<file path="src/rtl/evaluate_network_ctrl.sv">
// Sequencer for the evaluate_network sliding-window datapath: assembles the
// sample window, tags each issued window through the network latency, collects
// tagged results in a small FWFT FIFO and throttles input by FIFO credit.
module evaluate_network_ctrl #(
  parameter int unsigned BITS          = 16,
  parameter int unsigned KERNEL        = 7,
  parameter int unsigned OVERHEAD_BITS = 12,
  parameter int unsigned NET_LATENCY   = 2,
  parameter int unsigned FIFO_DEPTH    = 4,
  parameter int unsigned LEN_BITS      = 16
) (
  input  logic                            clk,
  input  logic                            rst_n,
  input  logic                            start,
  input  logic [LEN_BITS-1:0]             cfg_len,
  output logic                            busy,
  output logic                            done,
  output logic                            err,
  input  logic [BITS-1:0]                 in_data,
  input  logic                            in_valid,
  output logic                            in_ready,
  output logic [BITS*KERNEL-1:0]          net_data,
  input  logic [2*BITS+OVERHEAD_BITS-1:0] net_result,
  output logic [2*BITS+OVERHEAD_BITS-1:0] res_data,
  output logic                            res_valid,
  input  logic                            res_ready,
  output logic                            res_last
);

  localparam int unsigned RW = 2*BITS + OVERHEAD_BITS;
  localparam int unsigned WW = BITS*KERNEL;
  localparam int unsigned EW = RW + 1;
  localparam int unsigned PW = (FIFO_DEPTH > 1) ? $clog2(FIFO_DEPTH) : 1;
  localparam int unsigned CW = $clog2(FIFO_DEPTH + 1);
  localparam int unsigned SW = $clog2(FIFO_DEPTH + NET_LATENCY + 1);

  typedef enum logic [1:0] {S_IDLE, S_FILL, S_RUN, S_DRAIN} state_e;

  state_e                 state_q, state_d;
  logic [LEN_BITS-1:0]    len_q, len_d;
  logic [LEN_BITS-1:0]    cnt_q, cnt_d;
  logic [WW-1:0]          window_q, window_d;
  logic [NET_LATENCY-1:0] tag_v_q, tag_v_d;
  logic [NET_LATENCY-1:0] tag_l_q, tag_l_d;
  logic [SW-1:0]          inflight_d;
  logic [EW-1:0]          mem_q [FIFO_DEPTH];
  logic [PW-1:0]          wr_ptr_q, wr_ptr_d;
  logic [PW-1:0]          rd_ptr_q, rd_ptr_d;
  logic [CW-1:0]          fcnt_q, fcnt_d;
  logic [EW-1:0]          head_q, head_d;
  logic                   res_valid_q, res_valid_d;
  logic                   busy_q, busy_d;
  logic                   done_q, done_d;
  logic                   err_q, err_d;
  logic                   in_ready_q, in_ready_d;

  logic                   accept, issue, last_issue, fill_done, short_len;
  logic                   push, pop, head_last;
  logic [EW-1:0]          push_entry;

  assign accept     = in_valid && in_ready_q;
  assign issue      = accept && (state_q == S_RUN);
  assign last_issue = issue && ((cnt_q + LEN_BITS'(1)) == len_q);
  assign fill_done  = accept && (cnt_q == LEN_BITS'(KERNEL - 2));
  assign short_len  = cfg_len < LEN_BITS'(KERNEL);
  assign push       = tag_v_q[NET_LATENCY-1];
  assign pop        = res_valid_q && res_ready;
  assign head_last  = head_q[RW];
  assign push_entry = {tag_l_q[NET_LATENCY-1], net_result};

  // State register
  always_ff @(posedge clk or negedge rst_n) begin
    if (!rst_n) state_q <= S_IDLE;
    else        state_q <= state_d;
  end

  // Next-state logic
  always_comb begin
    state_d = state_q;
    case (state_q)
      S_IDLE:  if (start && !short_len) state_d = S_FILL;
      S_FILL:  if (fill_done)           state_d = S_RUN;
      S_RUN:   if (last_issue)          state_d = S_DRAIN;
      S_DRAIN: if (pop && head_last)    state_d = S_IDLE;
      default:                          state_d = S_IDLE;
    endcase
  end

  // Next values of window, tags, FIFO and registered outputs
  always_comb begin
    len_d      = len_q;
    cnt_d      = cnt_q;
    window_d   = window_q;
    busy_d     = busy_q;
    done_d     = 1'b0;
    err_d      = 1'b0;
    tag_v_d    = '0;
    tag_l_d    = '0;
    inflight_d = '0;

    if ((state_q == S_IDLE) && start) begin
      len_d = cfg_len;
      cnt_d = '0;
      if (short_len) begin
        err_d  = 1'b1;
        done_d = 1'b1;
      end else begin
        busy_d = 1'b1;
      end
    end

    if (accept) begin
      cnt_d    = cnt_q + LEN_BITS'(1);
      window_d = {window_q[WW-BITS-1:0], in_data};
    end

    if ((state_q == S_DRAIN) && pop && head_last) begin
      done_d = 1'b1;
      busy_d = 1'b0;
    end

    // Tags ride alongside the window through the network latency
    tag_v_d[0] = issue;
    tag_l_d[0] = last_issue;
    for (int i = 1; i < int'(NET_LATENCY); i++) begin
      tag_v_d[i] = tag_v_q[i-1];
      tag_l_d[i] = tag_l_q[i-1];
    end
    for (int i = 0; i < int'(NET_LATENCY); i++) begin
      inflight_d = inflight_d + SW'(tag_v_d[i]);
    end

    wr_ptr_d = push ? (wr_ptr_q + PW'(1)) : wr_ptr_q;
    rd_ptr_d = pop  ? (rd_ptr_q + PW'(1)) : rd_ptr_q;
    fcnt_d   = fcnt_q;
    if (push && !pop)      fcnt_d = fcnt_q + CW'(1);
    else if (!push && pop) fcnt_d = fcnt_q - CW'(1);

    // Head register bypasses the array when the new head is being written
    head_d = '0;
    if (fcnt_d != '0) begin
      head_d = (push && (wr_ptr_q == rd_ptr_d)) ? push_entry : mem_q[rd_ptr_d];
    end
    res_valid_d = (fcnt_d != '0);

    in_ready_d = (state_d == S_FILL) ||
                 ((state_d == S_RUN) && ((SW'(fcnt_d) + inflight_d) < SW'(FIFO_DEPTH)));
  end

  // Control and datapath registers
  always_ff @(posedge clk or negedge rst_n) begin
    if (!rst_n) begin
      len_q       <= '0;
      cnt_q       <= '0;
      window_q    <= '0;
      tag_v_q     <= '0;
      tag_l_q     <= '0;
      wr_ptr_q    <= '0;
      rd_ptr_q    <= '0;
      fcnt_q      <= '0;
      head_q      <= '0;
      res_valid_q <= 1'b0;
      busy_q      <= 1'b0;
      done_q      <= 1'b0;
      err_q       <= 1'b0;
      in_ready_q  <= 1'b0;
    end else begin
      len_q       <= len_d;
      cnt_q       <= cnt_d;
      window_q    <= window_d;
      tag_v_q     <= tag_v_d;
      tag_l_q     <= tag_l_d;
      wr_ptr_q    <= wr_ptr_d;
      rd_ptr_q    <= rd_ptr_d;
      fcnt_q      <= fcnt_d;
      head_q      <= head_d;
      res_valid_q <= res_valid_d;
      busy_q      <= busy_d;
      done_q      <= done_d;
      err_q       <= err_d;
      in_ready_q  <= in_ready_d;
    end
  end

  // FIFO storage; entries are only read after being written
  always_ff @(posedge clk) begin
    if (push) mem_q[wr_ptr_q] <= push_entry;
  end

  assign busy      = busy_q;
  assign done      = done_q;
  assign err       = err_q;
  assign in_ready  = in_ready_q;
  assign net_data  = window_q;
  assign res_data  = head_q[RW-1:0];
  assign res_last  = head_q[RW];
  assign res_valid = res_valid_q;

endmodule

</file>
<file path="config.mk">
export PLATFORM = sky130hd
export DESIGN_NAME = evaluate_network_ctrl
export DESIGN_NICKNAME = d
export VERILOG_FILES = /design/src/rtl/evaluate_network_ctrl.sv
export SDC_FILE = /design/constraint.sdc
export NUM_CORES = 1
export LEC_CHECK = 0
export CORE_UTILIZATION = 39
export DETAILED_ROUTE_END_ITERATION = 12
export PLACE_DENSITY = 0.71
export SYNTH_ARGS = -nofsm -noshare
export SYNTH_HDL_FRONTEND = slang
export SYNTH_SLANG_ARGS = --single-unit
</file>
<file path="constraint.sdc">
create_clock -name clk -period 3.9 [get_ports clk]
set_clock_uncertainty 0.1 [all_clocks]
set_input_delay 0.585 -clock clk [delete_from_list [all_inputs] [get_ports clk]]
set_output_delay 0.585 -clock clk [all_outputs]
set_load 0.005 [all_outputs]
</file>
Fig. 1: power grid
Scale: 2 px per um. Pins as bars on the die edge.
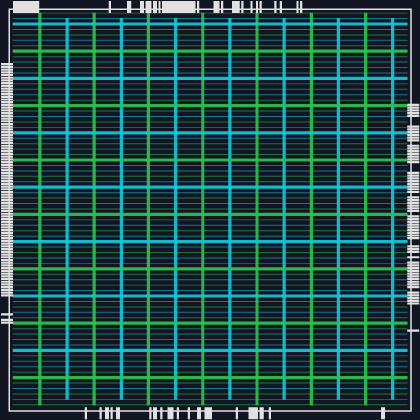
[cyan] VDD
[green] VSS
met5 straps: 14
signal pins: 243

Fig. 2: cells coloured by class
Scale: 1.5 px per um. Fill, decap, tap and diode cells in grey.
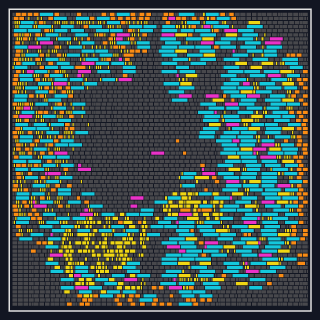
[magenta] clock drivers and dummy loads | cells: 72
[yellow] remaining logic cells | cells: 739
[orange] remaining buffers and delay cells | cells: 262
[cyan] registers | cells: 387
Seq area share: 53.8%
final cell utilization of the core: 50.9%
number of placement rows: 72

Fig. 3: clock network drawn from the DEF
Scale: 3 px per um.
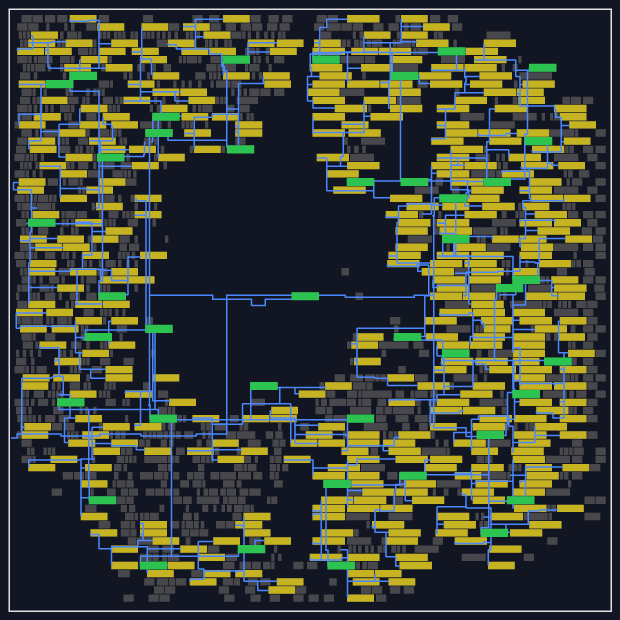
[yellow] flip-flops | count: 387
[green] clock-net drivers | count: 41
[blue] clock wires | length: 4700 um
flops lie: widely spread
part of the total power dissipated in the clock network: 26.3%
reported clock group power: 3.81 mW

Fig. 4: wiring by layer
Scale: 2 px per um. Two of the layers only.
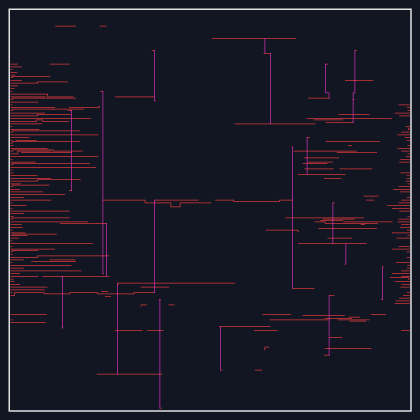
[red] M3 | wire length: 2950 um
[magenta] M4 | wire length: 641 um
final routed wirelength across all metal layers: 34.9 mm
total global-route track usage: 17.6%
routed wire length per instance: 17.7 um
routed vias: 9813

Fig. 5: cell outlines without signal wires
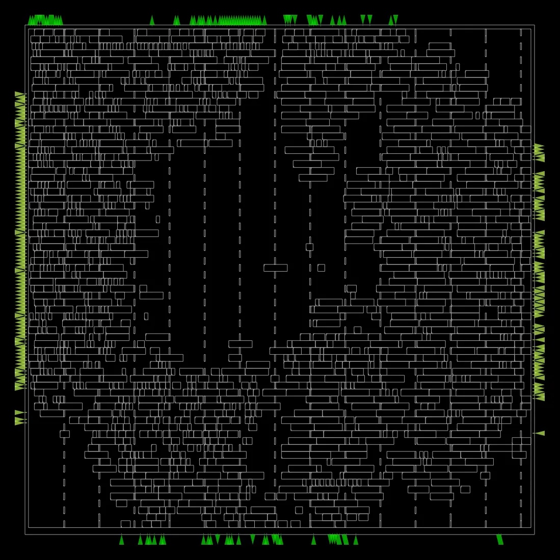
fillers: 3275
core footprint: 0.0386 mm^2

==> run notes <==
Figures from the implementation reports.

- The flow ran to the end, and the final reports show no timing, DRC or antenna violations.
- The final layout report lists a clock buffer count of 62.
- Hold is met by about 0.25 ns.
- The share of the final layout cell area in multi-input gates is 22.6%.
- The repair_antennas step left the layout with diodes totalling 0.
- The type of the worst setup path reads in2reg.
- The total die size reads 0.0401 mm^2.
- The layer with the highest usage is met2.
- The aoi/oai-family share of the synthesized area is 3.52%.
- The number of tap cells inserted reads 518.
- The total of cells resized after clock tree synthesis is 0.
- The accumulated negative setup slack is 0 ns.
- The number of instances in the synthesized netlist reads roughly 1200.
- The launching element of the worst setup path reads res_ready.
- The path class of the lowest-slack min-delay path reads reg2reg.
- In the hold timing report, the worst path depth is 0.
- The first TritonRoute pass finished after 5 iterations.
- The launch point of the worst reg-to-reg path is tag_v_q[1].
- The wire length of the first global-routing pass reads 55.7 mm.
- The maximum VDD drop is ~0.51 mV.
- The post-route report lists met1 wire length as 14.7 mm.
- The timing endpoint of the critical path is in_ready.
- The library cells used most frequently in the layout, excluding fill and tap cells, are 449 x nand2_1, 241 x clkdlybuf4s50_1, 207 x dfrtp_1.
- The synthesized-area fraction occupied by xor and xnor cells is 2.00%.
- For flop-to-flop paths, the worst setup slack is about 1.3 ns.
- In the layout the tool counted multi-input logic cells amounting to ~730.
- In this run the top signal layer used is met4.
- The mapped cell area is 0.0153 mm^2.
- The final weighted congestion in routability-driven placement is 0.789.
- The worst reg2reg path depth is 9.
- Post-CTS timing repair inserted 0 buffers for setup.
- Per the skew report, the later register of the worst-skew pair sees a clock latency of 0.54 ns.
- Looking at the clock tree report, the maximum root-to-sink buffer count equals 3.
- The post-DP HPWL reads about 22 mm.
- The number of warnings the tools reported reads 31.
No activity file was given, so power comes from the tool's default toggle rates.
